===== config.mk =====
export PLATFORM = sky130hd
export DESIGN_NAME = writeback_arb_stage
export DESIGN_NICKNAME = d
export VERILOG_FILES = /design/src/rtl/writeback_arb_stage.sv
export SDC_FILE = /design/constraint.sdc
export NUM_CORES = 1
export LEC_CHECK = 0
export CAP_MARGIN = 25
export CORE_MARGIN = 3
export CORE_UTILIZATION = 31
export DETAILED_ROUTE_END_ITERATION = 6
export PLACE_DENSITY = 0.66
export SLEW_MARGIN = 20
export SYNTH_ARGS = -nofsm -noshare
export SYNTH_HDL_FRONTEND = slang
export SYNTH_SLANG_ARGS = --single-unit

===== constraint.sdc =====
create_clock -name clk_i -period 7 [get_ports clk_i]
set_clock_uncertainty 0.05 [all_clocks]
set_input_delay 2.1 -clock clk_i [delete_from_list [all_inputs] [get_ports clk_i]]
set_output_delay 2.1 -clock clk_i [all_outputs]
set_load 0.01 [all_outputs]

===== src/rtl/writeback_arb_stage.sv =====
// ---------------------------------------------------------------------------
// writeback_arb_stage
//
// Purpose:
//   Collects results from chan_p completion channels (ch0 = ALU/branch path,
//   ch1.. = load/mul/div), picks one channel per cycle to write the register
//   file, and registers the write (rd/data/enable) together with the ch0
//   branch/jump resolution for the fetch redirect logic.
//
// Parameters:
//   chan_p   number of completion channels (1..8)
//   width_p  data / pc width in bits
//   reg_w_p  register address width
//   rr_p     1 = round-robin arbitration, 0 = fixed priority (lowest wins)
//
// Ports:
//   clk_i, rst_i      clock, synchronous active-high reset
//   stall_v_i         freezes arbitration and all output registers
//   v_i / ready_o     per-channel valid / grant (one-hot or zero)
//   rd_i, rd_w_v_i    per-channel destination register and write flag
//   data_i            per-channel result; ch0 branch target for branches
//   pc_i, jmp_v_i,
//   br_v_i, btaken_i  ch0 control-flow information
//   rd_o, rd_data_o,
//   rd_w_v_o          registered register-file write
//   br_v_o, btaken_o,
//   btgt_o            registered branch/jump resolution
//
// Handshake: channel i transfers in a cycle where v_i[i] & ready_o[i].
// A channel keeps v_i[i] and its payload stable until it is granted.
// ready_o is combinational from v_i, the round-robin pointer, stall_v_i and
// rst_i, and at most one bit is set.
// ---------------------------------------------------------------------------
module writeback_arb_stage #(
    parameter int chan_p  = 2,
    parameter int width_p = 32,
    parameter int reg_w_p = 5,
    parameter int rr_p    = 1
) (
    input  logic                         clk_i,
    input  logic                         rst_i,
    input  logic                         stall_v_i,
    input  logic [chan_p-1:0]            v_i,
    output logic [chan_p-1:0]            ready_o,
    input  logic [chan_p*reg_w_p-1:0]    rd_i,
    input  logic [chan_p-1:0]            rd_w_v_i,
    input  logic [chan_p*width_p-1:0]    data_i,
    input  logic [width_p-1:0]           pc_i,
    input  logic                         jmp_v_i,
    input  logic                         br_v_i,
    input  logic                         btaken_i,
    output logic [reg_w_p-1:0]           rd_o,
    output logic [width_p-1:0]           rd_data_o,
    output logic                         rd_w_v_o,
    output logic                         br_v_o,
    output logic                         btaken_o,
    output logic [width_p-1:0]           btgt_o
);

    localparam int PTR_W = (chan_p > 1) ? $clog2(chan_p) : 1;

    logic [PTR_W-1:0]   r_ptr;
    logic [PTR_W:0]     w_sum;
    logic [PTR_W-1:0]   w_idx;
    logic [PTR_W-1:0]   w_gnt_idx;
    logic               w_gnt_v;
    logic [chan_p-1:0]  w_grant;

    logic [reg_w_p-1:0] w_rd;
    logic               w_rd_w_v;
    logic [width_p-1:0] w_data;

    logic [reg_w_p-1:0] r_rd;
    logic [width_p-1:0] r_rd_data;
    logic               r_rd_w_v;
    logic               r_br_v;
    logic               r_btaken;
    logic [width_p-1:0] r_btgt;

    // Scan channels starting at the pointer (fixed priority scans from 0),
    // wrapping modulo chan_p; the first valid channel wins.
    always_comb begin
        w_grant   = '0;
        w_gnt_v   = 1'b0;
        w_gnt_idx = '0;
        w_sum     = '0;
        w_idx     = '0;
        if (!rst_i && !stall_v_i) begin
            for (int k = 0; k < chan_p; k++) begin
                if (rr_p != 0 && chan_p > 1) begin
                    w_sum = {1'b0, r_ptr} + (PTR_W+1)'(k);
                end else begin
                    w_sum = (PTR_W+1)'(k);
                end
                if (w_sum >= (PTR_W+1)'(chan_p)) begin
                    w_sum = w_sum - (PTR_W+1)'(chan_p);
                end
                w_idx = w_sum[PTR_W-1:0];
                if (v_i[w_idx] && !w_gnt_v) begin
                    w_gnt_v          = 1'b1;
                    w_gnt_idx        = w_idx;
                    w_grant[w_idx]   = 1'b1;
                end
            end
        end
    end

    assign ready_o = w_grant;

    // Payload mux driven by the one-hot grant.
    always_comb begin
        w_rd     = '0;
        w_rd_w_v = 1'b0;
        w_data   = '0;
        for (int i = 0; i < chan_p; i++) begin
            if (w_grant[i]) begin
                w_rd     = rd_i[i*reg_w_p +: reg_w_p];
                w_rd_w_v = rd_w_v_i[i];
                w_data   = data_i[i*width_p +: width_p];
            end
        end
    end

    // Round-robin pointer: moves just past the winner after each transfer.
    // Stall already suppresses the grant, so it needs no separate term.
    always_ff @(posedge clk_i) begin
        if (rst_i) begin
            r_ptr <= '0;
        end else if (rr_p != 0 && chan_p > 1 && w_gnt_v) begin
            if (w_gnt_idx == PTR_W'(chan_p - 1)) begin
                r_ptr <= '0;
            end else begin
                r_ptr <= w_gnt_idx + PTR_W'(1);
            end
        end
    end

    always_ff @(posedge clk_i) begin
        if (rst_i) begin
            r_rd      <= '0;
            r_rd_data <= '0;
            r_rd_w_v  <= 1'b0;
            r_br_v    <= 1'b0;
            r_btaken  <= 1'b0;
            r_btgt    <= '0;
        end else if (!stall_v_i) begin
            if (w_gnt_v) begin
                r_rd <= w_rd;
                // Jumps write the link address instead of the target.
                if (w_grant[0] && jmp_v_i) begin
                    r_rd_data <= pc_i + width_p'(4);
                end else begin
                    r_rd_data <= w_data;
                end
                // x0 writes are dropped, but the transfer is still consumed.
                r_rd_w_v <= w_rd_w_v && (w_rd != '0);
                if (w_grant[0]) begin
                    r_br_v   <= br_v_i | jmp_v_i;
                    r_btaken <= btaken_i | jmp_v_i;
                    r_btgt   <= data_i[width_p-1:0];
                end else begin
                    r_br_v   <= 1'b0;
                end
            end else begin
                r_rd_w_v <= 1'b0;
                r_br_v   <= 1'b0;
            end
        end
    end

    assign rd_o      = r_rd;
    assign rd_data_o = r_rd_data;
    assign rd_w_v_o  = r_rd_w_v;
    assign br_v_o    = r_br_v;
    assign btaken_o  = r_btaken;
    assign btgt_o    = r_btgt;

endmodule


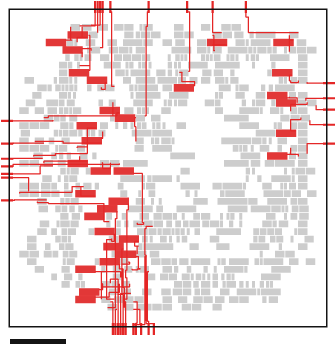
Run 1: wires at chosen ports, followed through buffers
The bar under the picture is 20 µm long.
[`rd_data_o`] red | bits: 32 | direction: output | edge: 11 bottom, 9 top, 7 left, 5 right | end cells: 32 | buffers: 32 | wire: 1050 µm
num ports: 190
IO Port Bufs: 189

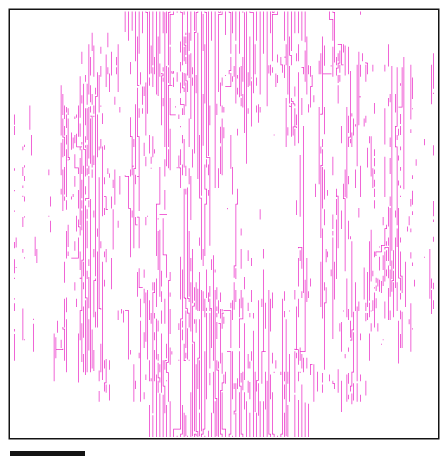
Run 1: metal 2
The bar under the picture is 20 µm long.
nets with wire on the layer: 606
longest straight run: 49.0 µm
share of all routed wire: 48%
wire length on this layer: 6290 µm
main direction: vertical
WL final: 13.2 mm
Global Route met2 Usage: 33.4%
total number of vias: 3966

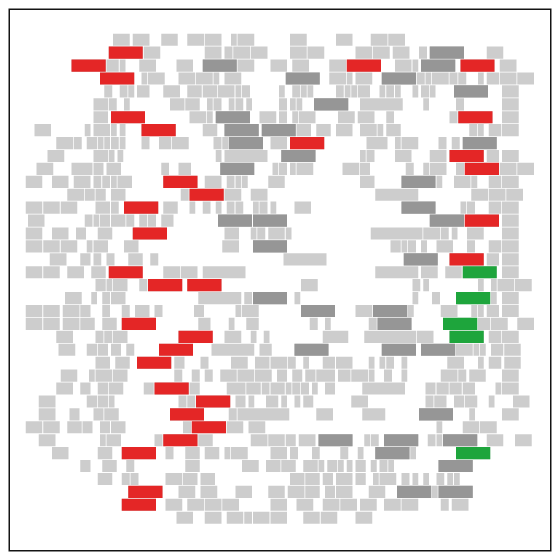
Run 1: register map, names as in the netlist
Other sequential cells in the stronger gray, the rest of the logic in the fainter gray.
[`rd_o`] green | flops: 5 | where: right middle
[`rd_data_o`] red | flops: 32 | where: all over the die
Final Util: 53.4%
register area: 1460 µm²

==> flow_summary.ini, run 1 <==
; yosys + openroad results
[power_and_ir_drop]
p_sw_share_pct = 23.0
power.internal_uw = 930
power_frac_comb_pct = 18.9
p_seq_uw = 455
pwr.group.clock_uw = 524
p_sw_uw = 278
power_density_nw_per_um2 = 204
total_power_mw = 1.21
p_leak_nw = 2.13

[route]
maxUsedRoutingLayer = met4
ant_nets = 0
avgRoutedWirePerCell_um = 17.2
drc = 0
wl_met2_mm = 6.29
wl_met1_mm = 5.91
drt_iter0_markers = 290
dr_wl_met3_um = 826

[final_layout]
diodes = 0
signal_buffers = 193
clockNetworkAreaShare_pct = 5.84
seq_share_pct = 24.7
drive_gt1_share_pct = 4.61
logic_gate_count = 339
comb_share_pct = 33.4
stdcell_area_um2 = 5910
nFillCells = 1054
nets = 741
flops = 73

[yosys]
ys_sh_adder_pct = 0.348
ys_chip_area_um2 = 3600
edf_count = 0
synth_dominant_cell_count = nand2_1
ys_sh_mux_pct = 0.835
ys_sh_xor_pct = 6.09
floorplan.nets = 568
synthFlopType = dfxtp_1
synth_area_per_cell_um2 = 7.97
syn_area_um2 = 3600
async_flop_share_pct = 0
ys_cells = 451
ys_types = 51
ys_seq_share_pct = 40.6
ys.flops = 73
yosysTopAreaCell = dfxtp_1

[clock_tree]
cts_hold_buf = 0
path_clk_slew_ns = 0.05
cts_resized = 0
cts_sinks = 73
cts_made_buffers = 9
insertion_delay_ns = 0.32
root_buffer = clkbuf_16

[global_routing]
grt_pass1_vias = 3922
antenna_found_initial = 0
grtUsageMet3_pct = 3.29
grt_busiest_layer = met2
grt_pass1_wl_mm = 20.6
track_usage_pct = 20.0
use_met1_pct = 26.6
grt_remaining_overflow = 0

[setup_path]
worstPathRequired_ns = 4.85
rr_worst_depth = 7
crit_path_start = stall_v_i
cp_top_family = buffers and inverters
start_kind = primary input
cp-endpoint = ready_o[1]
crit_cells = 4
cp_num_buf_inv = 2
worstPathArrival_ns = 3.91
path_class = in -> out

[place]
dp_hpwl_mm = 10.2
placed_cell_area_um2 = 5550
place_congestion = 0.887

[sta]
setup_slack_ns = 0.943
slew_violations = 0
tns_ns = 0
tightest_slew_ns = 0.841
relSlewSlack_pct = 43.9

[floorplanning]
tap-cell-count = 140
fp_util_pct = 32.5
die_w_um = 114
die_area_um2 = 12900
coreArea_um2 = 11100

[run]
tool_warnings = 26
maxCapViolations = 0

[status]
status = finished clean

[hold_path]
hp-class = reg -> reg
## run 1: sequential cells by signal (all words and copies together) (netlist names)
name,count
br_v_o,1
btaken_o,1
btgt_o,32
r_ptr,1
rd_data_o,32
rd_o,5
rd_w_v_o,1
## run 1: worst min-delay path by stage
| stage | startpoint | endpoint | cells past startpoint |
|---|---|---|---|
| after floorplan | br_v_o | br_v_o | 2 |
| after global placement | rd_data_o[7] | rd_data_o[7] | 1 |
| after detailed placement | rd_data_o[15] | rd_data_o[15] | 2 |
| after CTS | btgt_o[14] | btgt_o[14] | 2 |
| after global routing | btgt_o[17] | btgt_o[17] | 2 |
| final | btgt_o[2] | btgt_o[2] | 2 |
==> run 1 -> run 2 <==
--- a/config.mk
+++ b/config.mk
@@ -8,6 +8,7 @@
 export CAP_MARGIN = 25
 export CORE_MARGIN = 3
 export CORE_UTILIZATION = 31
+export CTS_CLUSTER_DIAMETER = 100
 export DETAILED_ROUTE_END_ITERATION = 6
 export PLACE_DENSITY = 0.66
 export SLEW_MARGIN = 20
==> constraint.sdc (replaced) <==
create_clock -name clk_i -period 7.18 [get_ports clk_i]
set_clock_uncertainty 0.05 [all_clocks]
set_input_delay 2.154 -clock clk_i [delete_from_list [all_inputs] [get_ports clk_i]]
set_output_delay 2.154 -clock clk_i [all_outputs]
set_load 0.01 [all_outputs]
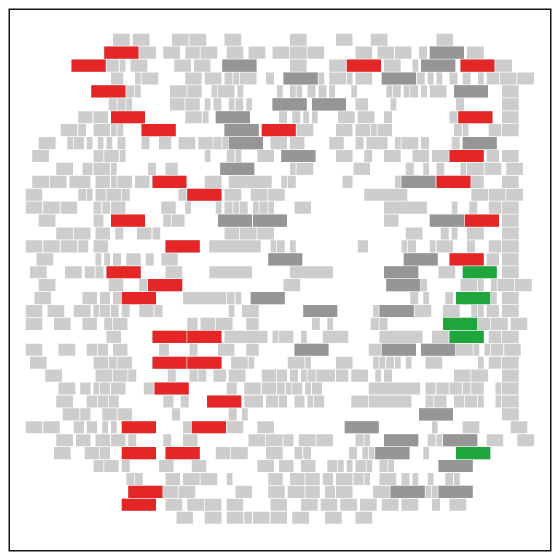
Run 2: register map, names as in the netlist
Other sequential cells in the stronger gray, the rest of the logic in the fainter gray.
[`rd_o`] green | flops: 5 | where: right middle
[`rd_data_o`] red | flops: 32 | where: all over the die
Power Sequential: 444 µW
Final Util: 53.1%
Seq area share: 24.8%

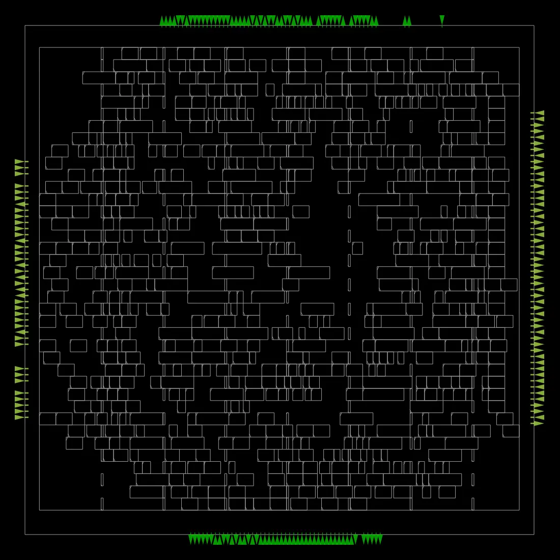
Run 2: placement view
sequential cell count: 73
Row Count: 38
tap cells: 140
final non-filler cell total: 769

==> run 2 against run 1 <==
Net effect: clock power down 9.9%; highest routed layer unchanged; global-route usage up 0.089 points; wire length about the same; non-clock buffer count unchanged; power down 5.8%; synthesized cell count unchanged; area after synthesis unchanged; critical endpoint unchanged; cell area down 0.42%; sequential power down 2%; register-to-register slack better by 0.17 ns; hold slack worse by 0.0013 ns; sequential cell count unchanged.
==> flow_summary.ini, run 2 <==
; yosys + openroad results
[global_routing]
grt.met2_usage_pct = 33.1
antenna_found_initial = 0
grt_busiest_layer = met2
grt_remaining_overflow = 0
track_usage_pct = 20.1

[yosys]
synth_dominant_cell_count = nand2_1
edf_count = 0
ys.flops = 73
floorplan.nets = 568
synthFlopType = dfxtp_1
ys_sh_xor_pct = 6.09
ys_seq_share_pct = 40.6
ys_types = 51

[clock_tree]
cts_resized = 0
root_buffer = clkbuf_16
cts_made_buffers = 9

[setup_path]
rr_worst_depth = 7
path_class = in -> out
start_kind = primary input

[final_layout]
diodes = 0
clockNetworkAreaShare_pct = 5.44
nFillCells = 1087
nets = 741

[route]
wl_met2_mm = 6.33
drt_iter0_markers = 246
avgRoutedWirePerCell_um = 17.2
wl_met1_mm = 5.86
drc = 0
dr_total_vias = 3893
dr_wl_met3_um = 815

[power_and_ir_drop]
total_power_mw = 1.14
power.internal_uw = 862
p_sw_uw = 276

[floorplanning]
die_w_um = 114
die_area_um2 = 12900
ios = 190

[sta]
tightest_slew_ns = 0.822
tns_ns = 0

[status]
status = finished clean

[hold_path]
hp-class = reg -> reg

[run]
tool_warnings = 26
run 2: netlist changes by cell type in the layout (fill, tap and decap cells not counted):
cell	previous run	this run
clkbuf_8	1	0
clkinv_2	1	2
clkbuf_1	1	0
bufinv_16	3	2
clkinv_4	0	2
run 2: how the worst max path moves through the flow:
stage	slack [ns]	from	end	cells after the start
final	0.97	stall_v_i	ready_o[1]	4
after global routing	0.88	stall_v_i	ready_o[1]	4
after CTS	1.0	stall_v_i	ready_o[1]	4
after detailed placement	1.0	stall_v_i	ready_o[1]	4
after global placement	1.06	stall_v_i	ready_o[1]	4
after floorplan	1.88	v_i[1]	ready_o[0]	6
run 2: critical path, cell delays in order:
cell and delay (ns):
clkdlybuf4s50_1 0.66, nor2_1 0.32, and3_1 0.27, clkdlybuf4s50_1 0.59
Power is estimated from default activity; no workload was simulated.
